==> config.mk <==
export PLATFORM = sky130hd
export DESIGN_NAME = ag6502_bus_ctrl
export DESIGN_NICKNAME = d
export VERILOG_FILES = /design/src/rtl/ag6502_bus_ctrl.sv
export SDC_FILE = /design/constraint.sdc
export NUM_CORES = 1
export LEC_CHECK = 0
export ABC_AREA = 1
export CAP_MARGIN = 25
export CORE_UTILIZATION = 47
export DETAILED_ROUTE_END_ITERATION = 12
export GPL_TIMING_DRIVEN = 0
export HOLD_SLACK_MARGIN = 0.08
export PLACE_DENSITY_LB_ADDON = 0.1
export SLEW_MARGIN = 0
export SYNTH_ARGS = -nofsm -noshare
export SYNTH_HDL_FRONTEND = slang
export SYNTH_SLANG_ARGS = --single-unit
==> constraint.sdc <==
create_clock -name phi_0 -period 4.5 [get_ports phi_0]
set_clock_uncertainty 0.05 [all_clocks]
set_input_delay 0.45 -clock phi_0 [delete_from_list [all_inputs] [get_ports phi_0]]
set_output_delay 0.45 -clock phi_0 [all_outputs]
set_load 0.02 [all_outputs]
### M2 wires

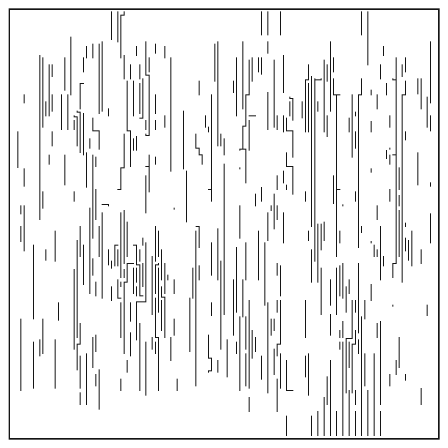
254 nets have wire on it. The layer carries 1,710 um of wire. The longest straight run is 30.3 um. The layer holds 44% of the routed length.
GR Layer Usage met2: 0.366
via count: 1,648
Routed Wire Length: 3.86 mm

### Placement density heat map

Scale bar: 20 um. The die is cut into 6 by 6 equal tiles; dark blue is low, red is high, 0 to 100% covered.
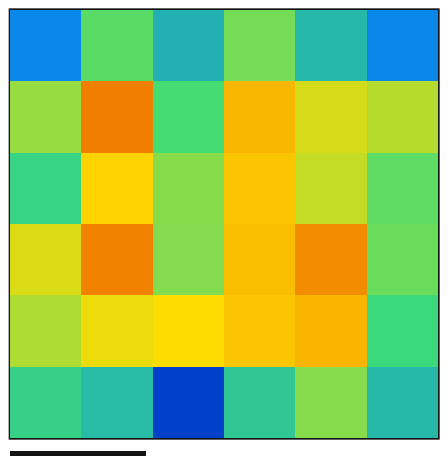
The mean over all tiles is 60%. The fullest tile reaches 86%. 25% of the tiles are over 75% full.
Initial Util: 0.508
Final Util: 0.703
core area: 3440 um^2

==> metrics.cfg <==
[sta]
worst_pin_slew_ns = 0.579
fmax_ghz = 0.340
finalSetupTns_ns = 0
min_period_ns = 2.94
slew_viol_final = 0
slew_headroom = 0.613

[outcome]
status = completed

[placement]
post-place-ws_ns = 1.53
dpl-instance-area_um2 = 2340
gp_congestion = 0.861
hpwl_mm = 3.09

[logic_synthesis]
ys_sh_simple = 0.431
ys_cells = 225
netlist_logic_family_top = simple AND/OR/NAND/NOR gates
synthArstFlopShare = 1.00
ys_area_um2 = 1750
floorplan.nets = 282
netlist_instances = 225
synth-adder-area-share = 0.0358
ys_sh_mux = 0
flop_cell = dfrtp_1
ys_seq_share = 0.429

[detailed_routing]
drtAntennaViolNets = 0
drc = 0
wl_per_cell_um = 11.7

[die]
rows = 21
die_w_um = 63.0
pin_count = 68
die_y_um = 63.0

[layout]
fin_cells = 330
diodes = 0
area_growth_pct = 38.4
finalNetCount = 341

[power_and_ir_drop]
power_mw = 0.941

[setup_path]
end_kind = output pin
worstPathRequired_ns = 4.00
cp.arrival_ns = 2.44
worstSetupStartpointType = primary input

[clock_tree]
cts_root_buffer = clkbuf_8
clock_sinks = 30
cts_setup_buffers = 0
h-tree-depth = 2
cts_buffers = 5

[worst_hold_path]
whs_path_depth = 1
hold_path_class = flop to flop

[run]
warnings = 45

[global_route]
grt_start_max_net_pins = 21
track_usage = 0.230

-- layout make-up --
| cell class | count | share of cell area |
|---|---|---|
| Sequential cell | 30 | 0.310 |
| Clock buffer | 7 | 0.0315 |
| Buffer | 1 | 0.00207 |
| Inverter | 20 | 0.0310 |
| Tap cell | 46 | 0.0238 |
| Timing Repair Buffer | 52 | 0.222 |
| Multi-Input combinational cell | 174 | 0.379 |
-- worst max-delay path, stage by stage --
cell and delay (ns):
clkdlybuf4s50_1 0.45, nand2_1 0.06, nor2_1 0.23, nand2_2 0.18, nand2_2 0.18, nand2_1 0.08, nand2_1 0.08, nand2_2 0.06
nand3_1 0.06, clkdlybuf4s50_1 0.62
-- placed cells by master, fill, tap and decap left out, types with 3 or more instances in the layout --
master and n:
clkdlybuf4s50_1 51, or2_2 9, nand2_2 11, nand3_1 44, clkbuf_8 5, o32ai_1 3
ha_1 5, inv_1 19, o21ai_0 6, nand2_1 63, nor2_1 14, dfrtp_1 30
-- layer usage --
| layer | global-route usage | share of wire |
|---|---|---|
| met5 | 0 | 0 |
| met4 | 0.0756 | 0.011 |
| met3 | 0.0584 | 0.053 |
| met2 | 0.366 | 0.44 |
| met1 | 0.305 | 0.49 |
-- kinds of logic after synthesis --
| group | Yosys count |
|---|---|
| AND/OR/NAND/NOR | 153 |
| flip-flops | 30 |
| buffers and inverters | 21 |
| AND-OR/OR-AND | 16 |
| adder cells (fa/ha/maj) | 5 |
-- where the power goes --
group	total, mW	internal (mW)	switching, mW
logic	0.351	0.154	0.197
registers	0.397	0.346	0.0505
clock network	0.194	0.106	0.0879
-- Yosys cell counts (2+ instances only) --
| library cell | number | share of area |
|---|---|---|
| nand2_2 | 11 | 0.039 |
| dfrtp_1 | 30 | 0.43 |
| a21oi_1 | 2 | 0.0057 |
| nand2_1 | 63 | 0.14 |
| nand4_1 | 2 | 0.0072 |
| or2_2 | 9 | 0.032 |
| nor2_1 | 14 | 0.030 |
| nor2_4 | 2 | 0.013 |
| inv_1 | 19 | 0.041 |
| o21ai_0 | 6 | 0.017 |
| o32ai_1 | 3 | 0.015 |
| nand3_1 | 44 | 0.13 |
| ha_1 | 5 | 0.036 |
No activity file was given, so power comes from the tool's default toggle rates.
